Run 1, floorplan with the power grid:
(4 px per µm) Pins as bars on the die edge.
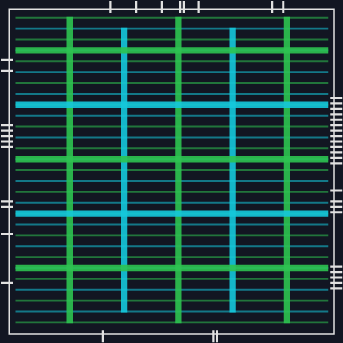
Run 1, placed cells, one colour a class:
(3 px per µm) Fill, decap, tap and diode cells in grey.
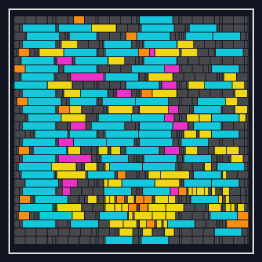
Run 1, clock distribution:
(8 px per µm)
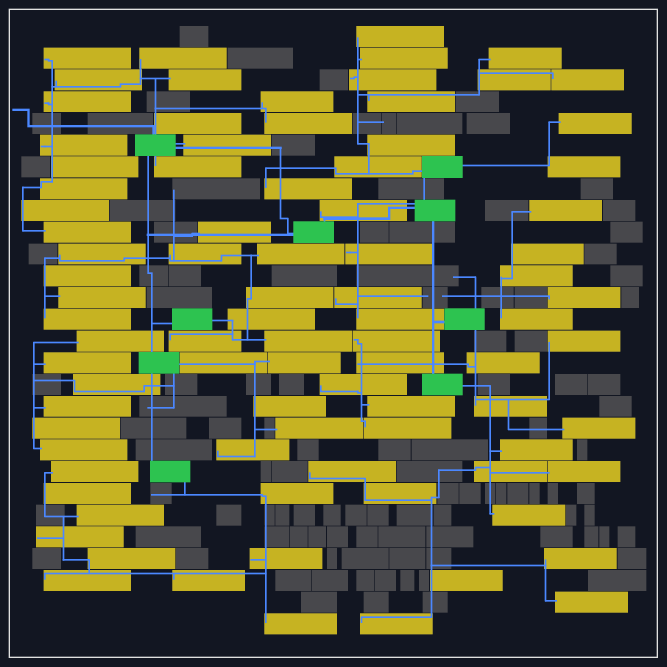
Run 1, routed metal, one colour a layer:
(4 px per µm) Only two layers are drawn.
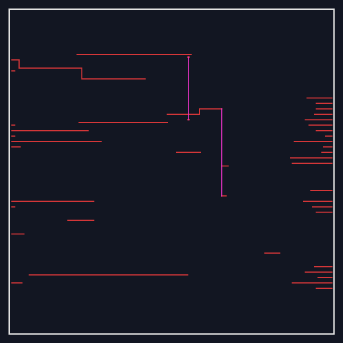
==> src/rtl/alu_seq_pkg.sv <==
// Shared types for the ALU command sequencer: op codes, FSM states and the
// buffered command record.
package alu_seq_pkg;

    localparam logic [2:0] OP_NEGA = 3'b000;
    localparam logic [2:0] OP_NEGB = 3'b001;
    localparam logic [2:0] OP_ADD  = 3'b010;
    localparam logic [2:0] OP_SUB  = 3'b011;
    localparam logic [2:0] OP_AND  = 3'b100;
    localparam logic [2:0] OP_OR   = 3'b101;
    localparam logic [2:0] OP_MUL  = 3'b110;
    localparam logic [2:0] OP_XOR  = 3'b111;

    typedef enum logic [1:0] {
        IDLE   = 2'd0,
        SETTLE = 2'd1,
        HOLD   = 2'd2
    } state_t;

    typedef struct packed {
        logic [2:0] op;
        logic [3:0] a;
        logic [3:0] b;
        logic [1:0] tag;
    } cmd_t;

endpackage

==> src/rtl/alu_cmd_fifo.sv <==
// Command buffer: DEPTH-entry synchronous FIFO with an extra pointer wrap bit
// to tell full from empty. Pushes when full and pops when empty are ignored.
module alu_cmd_fifo
    import alu_seq_pkg::*;
#(
    parameter int DEPTH = 4
) (
    input  logic clk,
    input  logic rst_n,
    input  logic push,
    input  logic pop,
    input  cmd_t wdata,
    output cmd_t rdata,
    output logic full,
    output logic empty
);

    localparam int AW = $clog2(DEPTH);
    localparam logic [AW:0] PTR_ONE = (AW + 1)'(1);

    cmd_t        mem [DEPTH];
    logic [AW:0] wr_ptr;
    logic [AW:0] rd_ptr;
    logic        do_push;
    logic        do_pop;

    assign full    = (wr_ptr[AW] != rd_ptr[AW]) && (wr_ptr[AW-1:0] == rd_ptr[AW-1:0]);
    assign empty   = (wr_ptr == rd_ptr);
    assign do_push = push && !full;
    assign do_pop  = pop && !empty;
    assign rdata   = mem[rd_ptr[AW-1:0]];

    always_ff @(posedge clk or negedge rst_n) begin
        if (!rst_n) begin
            wr_ptr <= '0;
            rd_ptr <= '0;
        end else begin
            if (do_push) wr_ptr <= wr_ptr + PTR_ONE;
            if (do_pop)  rd_ptr <= rd_ptr + PTR_ONE;
        end
    end

    // Storage is data only; validity is carried entirely by the pointers.
    always_ff @(posedge clk) begin
        if (do_push) mem[wr_ptr[AW-1:0]] <= wdata;
    end

endmodule

==> src/rtl/alu_cmd_sequencer.sv <==
// Front end for the combinational 4-bit ALU: buffers commands, drives the ALU
// from registers, waits a fixed settle time, then holds the tagged result.
// Both ports use valid/ready: a transfer happens on a rising edge where valid
// and ready are both high; valid never depends on ready.
module alu_cmd_sequencer
    import alu_seq_pkg::*;
#(
    parameter int DEPTH         = 4,
    parameter int SETTLE_CYCLES = 2
) (
    input  logic       clk,
    input  logic       rst_n,
    input  logic       in_valid,
    output logic       in_ready,
    input  logic [2:0] in_op,
    input  logic [3:0] in_a,
    input  logic [3:0] in_b,
    output logic [3:0] alu_a,
    output logic [3:0] alu_b,
    output logic [2:0] alu_op,
    input  logic [3:0] alu_s,
    output logic       out_valid,
    input  logic       out_ready,
    output logic [3:0] out_result,
    output logic       out_zero,
    output logic [2:0] out_op,
    output logic [1:0] out_tag,
    output state_t     state
);

    localparam int CW = (SETTLE_CYCLES > 1) ? $clog2(SETTLE_CYCLES) : 1;
    localparam logic [CW-1:0] CNT_INIT = CW'(SETTLE_CYCLES - 1);
    localparam logic [CW-1:0] CNT_ONE  = CW'(1);

    logic          full;
    logic          empty;
    logic          push;
    logic          pop;
    cmd_t          wdata;
    cmd_t          head;
    logic [1:0]    tag_cnt;
    logic [1:0]    cur_tag;
    logic [CW-1:0] cnt;

    assign in_ready = !full;
    assign push     = in_valid && in_ready;
    assign wdata    = '{op: in_op, a: in_a, b: in_b, tag: tag_cnt};
    // A pop always coincides with issuing that command onto the ALU buses.
    assign pop      = !empty && ((state == IDLE) || ((state == HOLD) && out_ready));

    alu_cmd_fifo #(.DEPTH(DEPTH)) u_fifo (
        .clk   (clk),
        .rst_n (rst_n),
        .push  (push),
        .pop   (pop),
        .wdata (wdata),
        .rdata (head),
        .full  (full),
        .empty (empty)
    );

    always_ff @(posedge clk or negedge rst_n) begin
        if (!rst_n) begin
            tag_cnt <= '0;
        end else if (push) begin
            tag_cnt <= tag_cnt + 2'd1;
        end
    end

    always_ff @(posedge clk or negedge rst_n) begin
        if (!rst_n) begin
            state      <= IDLE;
            cnt        <= '0;
            cur_tag    <= '0;
            alu_a      <= '0;
            alu_b      <= '0;
            alu_op     <= '0;
            out_valid  <= 1'b0;
            out_result <= '0;
            out_zero   <= 1'b0;
            out_op     <= '0;
            out_tag    <= '0;
        end else begin
            if (pop) begin
                alu_a   <= head.a;
                alu_b   <= head.b;
                alu_op  <= head.op;
                cur_tag <= head.tag;
                cnt     <= CNT_INIT;
            end
            case (state)
                IDLE: begin
                    if (pop) state <= SETTLE;
                end
                SETTLE: begin
                    if (cnt == '0) begin
                        out_result <= alu_s;
                        out_zero   <= (alu_s == 4'd0);
                        out_op     <= alu_op;
                        out_tag    <= cur_tag;
                        out_valid  <= 1'b1;
                        state      <= HOLD;
                    end else begin
                        cnt <= cnt - CNT_ONE;
                    end
                end
                HOLD: begin
                    if (out_ready) begin
                        out_valid <= 1'b0;
                        state     <= pop ? SETTLE : IDLE;
                    end
                end
                default: state <= IDLE;
            endcase
        end
    end

endmodule

==> config.mk <==
export PLATFORM = sky130hd
export DESIGN_NAME = alu_cmd_sequencer
export DESIGN_NICKNAME = d
export VERILOG_FILES = /design/src/rtl/alu_seq_pkg.sv /design/src/rtl/alu_cmd_fifo.sv /design/src/rtl/alu_cmd_sequencer.sv
export SDC_FILE = /design/constraint.sdc
export NUM_CORES = 1
export LEC_CHECK = 0
export ABC_CLOCK_PERIOD_IN_PS = 2250
export CAP_MARGIN = 20
export CORE_UTILIZATION = 55
export DETAILED_ROUTE_END_ITERATION = 7
export DONT_BUFFER_PORTS = 1
export HOLD_SLACK_MARGIN = 0.15
export PLACE_DENSITY = 0.68
export SLEW_MARGIN = 20
export SYNTH_ARGS = -nofsm -noshare
export SYNTH_HDL_FRONTEND = slang
export SYNTH_SLANG_ARGS = --single-unit
==> constraint.sdc <==
create_clock -name clk -period 2.25 [get_ports clk]
set_clock_uncertainty 0.05 [all_clocks]
set_input_delay 0.45 -clock clk [delete_from_list [all_inputs] [get_ports clk]]
set_output_delay 0.45 -clock clk [all_outputs]
set_load 0.02 [all_outputs]
==> Slide: Implementation Results, run 1 <==
Key Metrics from the Run

Timing
  • Max-slew headroom: 0.687
  • Final worst-path cycle share: 0.822
  • Fin crit period: about 1.9 ns
  • Pin slew with the least headroom to its limit: 0.469 ns
  • Final count of pins violating max slew: 0
  • TNS Setup: 0 ns

Worst setup path
  • WS Path Type: flop to primary output
  • Cells on worst reg2reg path: 4
  • FF-to-FF setup slack: ~0.4 ns
  • Setup crit start kind: flop
  • Cells along the critical path: xnor2_2, nand3_1
  • Buffer and inverter count on the worst path: 0

Min path
  • Hold WC Path Type: primary input to flop
  • Hold-critical path endpoint: out_result[2]
  • Worst hold path startpoint: alu_s[2]
  • Hold Crit Depth: 1

Yosys
  • Number of cell instances after yosys synthesis: 173
  • Net Count, Synth: just under 200
  • Top area cells in the synthesized netlist: sky130_fd_sc_hd__edfxtp_1 46%, sky130_fd_sc_hd__dfrtp_1 26%, sky130_fd_sc_hd__mux4_2 7.3%, sky130_fd_sc_hd__mux2_2 6.3%, sky130_fd_sc_hd__mux2_4 2.6%
  • Cell type contributing the most total cell area after synthesis: sky130_fd_sc_hd__edfxtp_1
  • Average footprint of a synthesized cell: between 15 and 20 µm²
  • Fraction of registers with async set or reset after synthesis: 0.402

Final layout
  • Syn-to-layout area delta: 14.0%
  • Net count, final: about 220

Die
  • Vert. Die Dim: 80.8 µm
  • I/O pin count: 44
  • Overall chip area: 0.00653 mm²

Global routing
  • Most heavily used metal layer in global routing: met2
  • Global-route wire length before repair: 8.01 mm
  • GR Layer Usage met1: 0.211
  • Maximum number of pins on one net before global-route repair: 36
  • Via count of the first global-routing pass: roughly 1700

CTS
  • Number of buffers inserted by post-CTS setup repair: 0
  • Depth of the CTS H-tree: 3
  • Total CTS buffers: 9

Drt
  • Number of DRC markers after the initial detailed-route iteration: approximately 62
  • Final ANT Viol Nets: 0
  • Residual DRC: 0

Placed design
  • Port-buffer cells: 0

Run status
  • Run status: complete, no violations
Back to the opening pictures, 'floorplan with the power grid':
VDD -> cyan
VSS -> green
met4 straps = 5
met1 rails = 29
worst vdd rail ir drop: 0.695 mV
core footprint: 0.00596 mm²

Back to the opening pictures, 'placed cells, one colour a class':
remaining buffers and delay cells -> orange  # cells 21, share of their area 5.3%
sequential cells -> cyan  # cells 87, share of their area 64%
remaining logic cells -> yellow  # cells 81, share of their area 25%
clock drivers and dummy loads -> magenta  # cells 16, share of their area 5.8%
register fraction of the total cell area: 0.626
num rows: 28
fraction of the core area covered by cells at the end of the flow: 0.654

Back to the opening pictures, 'clock distribution':
clock-net drivers -> green  # count 9
flip-flops -> yellow  # count 87
clock wires -> blue  # length 861 µm
flops lie = all over the die
insertion delay at the late pin of the worst-skew pair: 0.34 ns
Clk network pwr share: 0.197
clock distribution power: 0.00117 W

Back to the opening pictures, 'routed metal, one colour a layer':
M4 -> magenta  # wire length 37.4 µm
M3 -> red  # wire length 355 µm
total number of vias: 1542
average detailed-routed wire length per instance: 18.4 µm
combined global-route utilization of all metal layers: 0.174

-- run 1: repair_timing --
item                                   in CTS  in global routing
gates resized                               0                  0
endpoints found under the hold margin      79                  0
hold buffers                               13                  0
-- run 1: flip-flops by register name (all words and copies together) (netlist names), 3 cells and up --
signal,cells
out_result,4
alu_op,3
out_op,3
u_fifo.wr_ptr,3
alu_a,4
alu_b,4
u_fifo.rd_ptr,3
u_fifo.mem,52
-- run 1: area by class of cell --
class                   instances  area [µm²]
clock buffers                   9         124
clock inverters                 7        97.6
fillers                       425        2060
inverters                       4        15.0
multi-input cells              77         928
flip-flops and latches         87        2440
well taps                      75        93.8
repair buffers                 21         200
-- run 1: report_power, final --
part	total [W]	leakage, nW	internal, W	switching, W
combinational	0.00185	0.474	0.00101	0.000833
sequential	0.00291	0.890	0.00230	0.000618
clock	0.00117	0.105	0.000627	0.000540
-- run 1: per-stage QoR --
stage / utilization / total power, W
after floorplan: - / 0.00438
after global placement: 0.593 / 0.00467
after detailed placement: 0.593 / 0.00480
after CTS: 0.654 / 0.00599
after global routing: 0.654 / 0.00626
final: 0.654 / 0.00593
-- run 1: cells by family (layout without fill, tap and decap cells) --
family,count (synthesis),count (layout),share of synthesized area
buffers and inverters,9,41,0.0150
AND-OR/OR-AND,5,5,0.0165
XOR/XNOR,10,10,0.0322
multiplexers,38,38,0.177
adder cells (fa/ha/maj),5,5,0.0183
AND/OR/NAND/NOR,19,19,0.0278
flip-flops,87,87,0.713
-- run 1: worst max path at each step --
stage                  endpoint  slack (ns)  cells past startpoint
5_1_grt                alu_a[2]        0.33                      4
4_1_cts                in_ready        0.37                      2
6_report               in_ready        0.40                      2
3_5_place_dp           alu_b[0]        0.42                      4
2_1_floorplan  u_fifo.mem[3][0]        0.34                      4
3_3_place_gp           alu_a[2]        0.45                      4
-- run 1: cell usage after synthesis, drive strengths merged, types with 4 or more instances --
cell type   n
mux4       13
and2        4
nor2        4
mux2       25
buf         4
xor2        4
edfxtp     52
xnor2       6
inv         4
dfrtp      35
nand2       7
ha          5
-- run 1: placed cells by master (no fill, tap or decap), drive strengths merged, types with 2 or more instances in the layout --
cell,netlist,layout
and2,4,4
buf,4,9
bufinv,0,2
clkbuf,1,9
clkinv,0,3
clkinvlp,0,2
dfrtp,35,35
dlygate4sd3,0,12
edfxtp,52,52
ha,5,5
inv,4,4
mux2,25,25
mux4,13,13
nand2,7,7
nor2,4,4
xnor2,6,6
xor2,4,4
-- run 1: layer usage --
| layer | up-vias | share of wire |
|---|---|---|
| met5 | - | 0 |
| met4 | 0 | 0.0072 |
| met3 | 5 | 0.069 |
| met2 | 53 | 0.52 |
| met1 | 778 | 0.40 |
| li1 | 706 | - |
Run 1, placed standard cells:
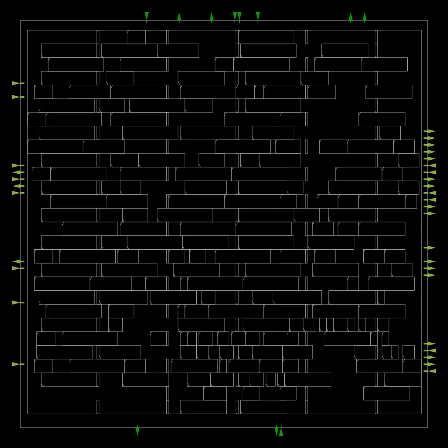

--- run 2 (diff from run 1) ---
--- a/config.mk
+++ b/config.mk
@@ -5,13 +5,13 @@
 export SDC_FILE = /design/constraint.sdc
 export NUM_CORES = 1
 export LEC_CHECK = 0
-export ABC_CLOCK_PERIOD_IN_PS = 2250
+export ABC_CLOCK_PERIOD_IN_PS = 1500
 export CAP_MARGIN = 20
 export CORE_UTILIZATION = 55
 export DETAILED_ROUTE_END_ITERATION = 7
 export DONT_BUFFER_PORTS = 1
 export HOLD_SLACK_MARGIN = 0.15
-export PLACE_DENSITY = 0.68
+export PLACE_DENSITY = 0.71
 export SLEW_MARGIN = 20
 export SYNTH_ARGS = -nofsm -noshare
 export SYNTH_HDL_FRONTEND = slang
==> constraint.sdc (replaced) <==
create_clock -name clk -period 1.5 [get_ports clk]
set_clock_uncertainty 0.05 [all_clocks]
set_input_delay 0.3 -clock clk [delete_from_list [all_inputs] [get_ports clk]]
set_output_delay 0.3 -clock clk [all_outputs]
set_load 0.02 [all_outputs]
Run 2, placed standard cells:
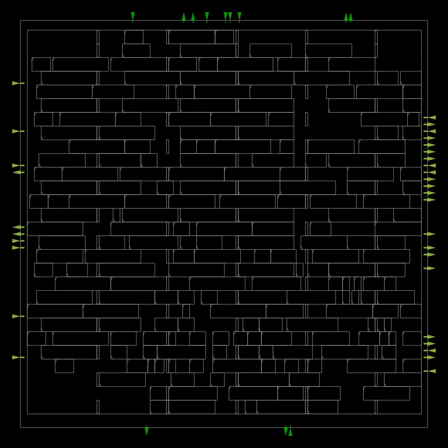
well tap count: 75
count of non-filler cells in the finished layout: 298
final-layout fill cell count: 389

==> run 2 against run 1 <==
  * The flow now finishes with violations (setup timing)
  * Largest cell class unchanged
  * Setup slack got worse by 0.60 ns
  * Via count rose by 7.3%
  * Largest power group unchanged
  * Clock power is 66% higher
==> Slide: Implementation Results, run 2 <==
Key Metrics from the Run

Run status
  • Run status: complete, but fails checks
  • Violated checks: setup timing

Final layout
  • Number of flip-flops in the largest register: about 52
  • Commonest non-fill, non-tap cells in the layout: 52 x sky130_fd_sc_hd__edfxtp_1, 28 x sky130_fd_sc_hd__dfrtp_1, 17 x sky130_fd_sc_hd__dlygate4sd3_1, 13 x sky130_fd_sc_hd__mux2_2
  • Net count, final: 242

CTS
  • Total CTS buffers: 9

Worst setup path
  • Cells on worst reg2reg path: 4
  • Setup crit start kind: flop

Timing
  • Max-slew headroom: 0.773
  • Smallest setup slack after layout: -0.197 ns
  • Setup violators final: between 70 and 80
  • Final count of pins violating max slew: 0

Die
  • Vert. Die Dim: roughly 80 µm
  • Num rows: 28

Global routing
  • Maximum number of pins on one net before global-route repair: 36
  • Most heavily used metal layer in global routing: met2
  • GR Layer Usage met1: 0.240

Yosys
  • Cell type contributing the most total cell area after synthesis: sky130_fd_sc_hd__edfxtp_1
  • Number of cell instances after yosys synthesis: between 150 and 200
  • Top area cells in the synthesized netlist: sky130_fd_sc_hd__edfxtp_1 46%, sky130_fd_sc_hd__dfrtp_1 26%, sky130_fd_sc_hd__mux4_2 7.3%, sky130_fd_sc_hd__mux2_2 6.3%, sky130_fd_sc_hd__mux2_4 2.6%

Placed design
  • Port-buffer cells: 0

Min path
  • Hold WC Path Type: primary input to flop

Pwr
  • Total design power: about 0.01 W

Drt
  • Number of DRC markers after the initial detailed-route iteration: 67
Run 2, routed metal, one colour a layer:
(4 px per µm) Only two layers are drawn.
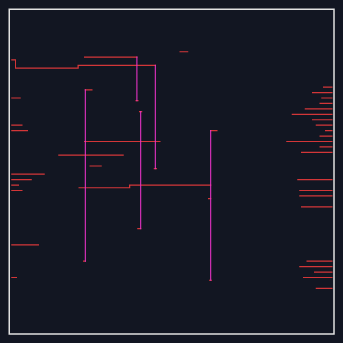
M4 -> magenta  # wire length 146 µm
M3 -> red  # wire length 290 µm
total number of vias: 1655
combined global-route utilization of all metal layers: 0.195

[run 2: path summary, 6_finish.rpt]
check / start / end / slack [ns]
min reg2reg: cur_tag[0] / cur_tag[0] / 0.47
max in group asynchronous: rst_n / u_fifo.wr_ptr[0] / 0.85
max: u_fifo.wr_ptr[2] / alu_a[0] / -0.20
min: alu_s[2] / out_zero / 0.23
min in group asynchronous: rst_n / out_valid / 0.35
max reg2reg: u_fifo.wr_ptr[2] / alu_a[0] / -0.20
[run 2: logic make-up (layout without fill, tap and decap cells)]
kind of cell | Yosys count | after routing | synth area share
xor gates and xnor gates | 10 | 10 | 0.0322
muxes | 38 | 38 | 0.177
AOI/OAI and AO/OA | 5 | 5 | 0.0165
buffers and inverters | 9 | 55 | 0.0150
adders and majority gates | 5 | 5 | 0.0183
and+or+nand+nor | 19 | 23 | 0.0278
DFF | 87 | 87 | 0.713
[run 2: layer usage]
layer / vias up / part of all wire / wire length, µm
met5: - / 0 / 0
met4: 0 / 0.025 / 146
met3: 13 / 0.049 / 289
met2: 53 / 0.50 / 2960
met1: 844 / 0.42 / 2510
li1: 745 / - / -
[run 2: report_power, final]
| group | internal [W] | switching [W] | leakage, nW |
|---|---|---|---|
| registers | 0.00346 | 0.000942 | 0.883 |
| clock network | 0.00111 | 0.000828 | 0.118 |
| logic | 0.00219 | 0.00160 | 0.619 |
[run 2: per-stage QoR]
| stage | cell area [µm²] | utilization | std cells | setup WS [ns] |
|---|---|---|---|---|
| detailed placement | 3620 | 0.607 | 255 | -0.257 |
| global route | 4240 | 0.712 | 298 | -0.250 |
| global placement | 3620 | 0.607 | 255 | -0.208 |
| finish | 4240 | 0.712 | 298 | -0.197 |
| floorplan | 3450 | - | 173 | -0.293 |
| CTS | 4170 | 0.700 | 296 | -0.217 |
[run 2: cell type report]
class,count,area [µm²],share of cell area
repair buffers,35,377,0.0888
well taps,75,93.8,0.0221
clock inverters,7,119,0.0280
multi-input cells,81,1070,0.252
clock buffers,9,124,0.0292
inverters,4,15.0,0.00354
flip-flops and latches,87,2450,0.577
[run 2: repair_timing]
item                       in CTS  in global routing
resized                        12                 12
pin swaps                       8                  3
hold endpoints to repair       84                  0
setup endpoints to repair      80                 86
buffers inserted                3                  1
gates cloned                    4                  1
hold buffers                   18                  0
[run 2: critical path, cell delays in order (launching register included)]
cell and delay (ns):
sky130_fd_sc_hd__dfrtp_2 0.45, sky130_fd_sc_hd__xnor2_2 0.17, sky130_fd_sc_hd__a311oi_4 0.35, sky130_fd_sc_hd__buf_12 0.22
sky130_fd_sc_hd__mux2_2 0.34
Run 2, clock distribution:
(8 px per µm)
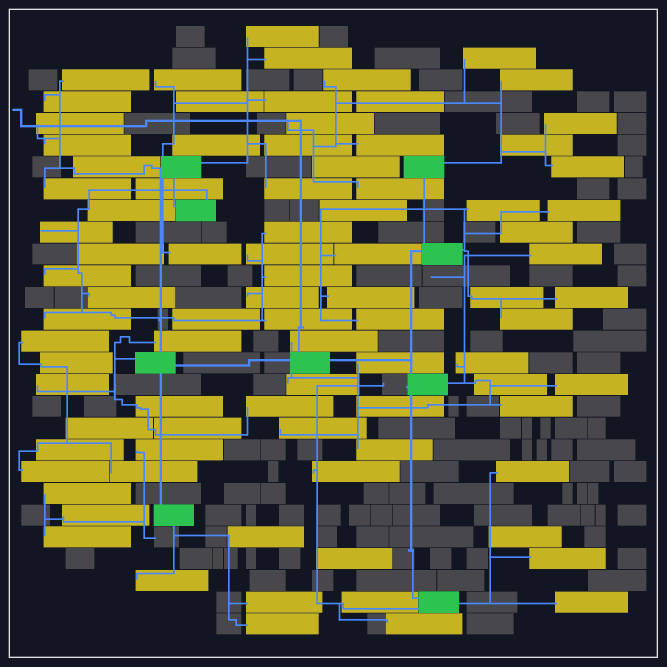

--- run 3 (diff from run 2) ---
--- a/config.mk
+++ b/config.mk
@@ -10,6 +10,7 @@
 export CORE_UTILIZATION = 55
 export DETAILED_ROUTE_END_ITERATION = 7
 export DONT_BUFFER_PORTS = 1
+export GPL_TIMING_DRIVEN = 0
 export HOLD_SLACK_MARGIN = 0.15
 export PLACE_DENSITY = 0.71
 export SLEW_MARGIN = 20
Run 3, clock distribution:
(8 px per µm)
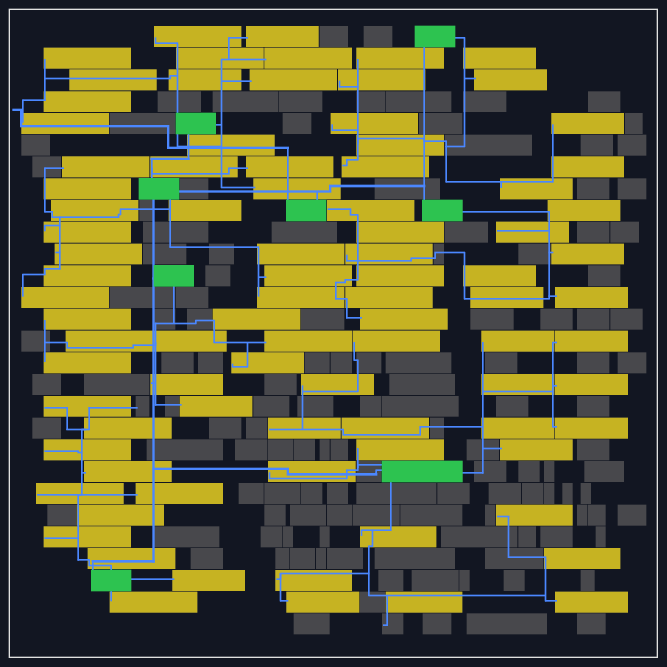
clock-net drivers -> green  # count 9
flip-flops -> yellow  # count 87
clock wires -> blue  # length 876 µm
routed clock nets = 10
Clk network pwr share: 0.159
clock distribution power: 0.00154 W

==> run 3 against run 2 <==
  * The run still ends with setup timing left
  * First-iteration DRC count increased by 93%
  * Synthesized cell count unchanged
  * Sequential share of layout area increased by 1.1 points
  * Area after synthesis unchanged
  * Sequential cell count unchanged
  * Clock-buffer cell count unchanged
  * Wire length increased by 3.8%
  * Setup slack got worse by 0.044 ns
  * Clock power decreased by 21%
  * Via count increased by 3.0%
  * Register-to-register slack got worse by 0.04 ns
  * Sequential power increased by 1%
  * Critical path type unchanged
  * Highest routed layer unchanged
==> Slide: Implementation Results, run 3 <==
Key Metrics from the Run

Run status
  • Run status: complete, but fails checks
  • Violated checks: setup timing

Placed design
  • Port-buffer cells: 0
  • Placement-stage worst setup slack: -0.543 ns
  • Dpl cell area: between 0.003 and 0.004 mm²

Worst setup path
  • Cells on worst reg2reg path: 4
  • Crit-path slowest cell: sky130_fd_sc_hd__dfrtp_2
  • WS Path Type: flop to flop
  • Endpoint of the most critical register-to-register path: alu_b[3]

Timing
  • Smallest setup slack after layout: -0.242 ns
  • Fin crit period: 1.74 ns
  • Final count of pins violating max slew: 0
  • Max-slew headroom: 0.773
  • TNS Setup: -13.22 ns
  • Setup violators final: 76

Yosys
  • Number of cell instances after yosys synthesis: 173
  • Fraction of registers with async set or reset after synthesis: 0.402
  • Top area cells in the synthesized netlist: sky130_fd_sc_hd__edfxtp_1 46%, sky130_fd_sc_hd__dfrtp_1 26%, sky130_fd_sc_hd__mux4_2 7.3%, sky130_fd_sc_hd__mux2_2 6.3%, sky130_fd_sc_hd__mux2_4 2.6%

Min path
  • Hold Crit Depth: 2
  • Worst hold path startpoint: alu_s[2]

Global routing
  • Global-route wire length before repair: between 9 and 10 mm
  • Via count of the first global-routing pass: ~1800

Die
  • I/O pin count: between 40 and 50
  • Overall chip area: approximately 0.0065 mm²

Drt
  • Final ANT Viol Nets: 0

Final layout
  • Net count, final: 244
  • Most numerous logic cell after layout: sky130_fd_sc_hd__edfxtp_1
  • Syn-to-layout area delta: 21.8%

CTS
  • Depth of the CTS H-tree: 3
Run 3, routed metal, one colour a layer:
(4 px per µm) Only two layers are drawn.
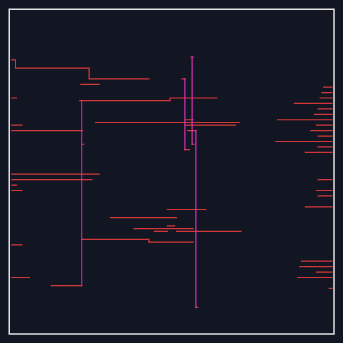
M3 -> red  # wire length 427 µm
M4 -> magenta  # wire length 130 µm
total number of vias: 1704
combined global-route utilization of all metal layers: 0.209
final routed wirelength across all metal layers: 6.13 mm
average detailed-routed wire length per instance: 20.4 µm

run 3: cell families after synthesis:
kind of cell,share of synthesized area
AOI/OAI and AO/OA,0.0165
xor gates and xnor gates,0.0322
adders and majority gates,0.0183
buffers and inverters,0.0150
DFF,0.713
muxes,0.177
and+or+nand+nor,0.0278
run 3: worst max-delay path by stage:
stage | cells past startpoint | start | endpoint
2_1_floorplan | 5 | u_fifo.rd_ptr[1] | alu_a[1]
3_3_place_gp | 5 | u_fifo.rd_ptr[1] | alu_a[1]
3_5_place_dp | 5 | u_fifo.rd_ptr[1] | alu_a[1]
4_1_cts | 5 | u_fifo.rd_ptr[1] | alu_b[0]
5_1_grt | 5 | u_fifo.rd_ptr[0] | alu_b[0]
6_report | 4 | u_fifo.rd_ptr[2] | alu_b[3]
run 3: final cells by class:
type / count / area, µm² / area share
Sequential cell: 87 / 2440 / 0.587
Multi-Input combinational cell: 83 / 1080 / 0.259
Timing Repair Buffer: 30 / 288 / 0.0692
Clock buffer: 9 / 124 / 0.0298
Tap cell: 75 / 93.8 / 0.0226
Clock inverter: 7 / 63.8 / 0.0153
Buffer: 5 / 53.8 / 0.0129
Inverter: 4 / 15.0 / 0.00361
run 3: timing repair:
item / 4_1_cts / 5_1_grt
hold buffers: 18 / 0
setup endpoints to repair: 85 / 86
endpoints found under the hold margin: 84 / 0
buffers inserted: 11 / 1
gates resized: 19 / 6
pin swaps: 11 / 6
cloned: 6 / 0
run 3: report_power, final:
group / total [W] / switching (W) / internal (W)
clock: 0.00154 / 0.000784 / 0.000754
sequential: 0.00445 / 0.000989 / 0.00346
combinational: 0.00371 / 0.00163 / 0.00209
total: 0.00970 / 0.00340 / 0.00630
run 3: metrics by stage:
| stage | total power, W | cells | util |
|---|---|---|---|
| 6_report | 0.00970 | 300 | 0.699 |
| 3_5_place_dp | 0.00733 | 248 | 0.596 |
| 2_1_floorplan | 0.00671 | 173 | - |
| 3_3_place_gp | 0.00715 | 248 | 0.596 |
| 4_1_cts | 0.00969 | 299 | 0.694 |
| 5_1_grt | 0.0102 | 300 | 0.699 |
run 3: critical path, delay by kind of cell, from the launching register on:
kind	cells	cell delay (ns)
flip-flops	1	0.49
AND-OR/OR-AND	1	0.35
multiplexers	1	0.31
buffers and inverters	1	0.24
XOR/XNOR	1	0.18
run 3: layer usage:
| layer | GRT usage | wire, µm | vias to the layer above |
|---|---|---|---|
| met2 | 0.338 | 3060 | 67 |
| met4 | 0.0839 | 129 | 0 |
| met3 | 0.0708 | 426 | 10 |
| met5 | 0 | 0 | - |
| met1 | 0.260 | 2520 | 867 |
| li1 | - | - | 760 |
No activity file was given, so power comes from the tool's default toggle rates.
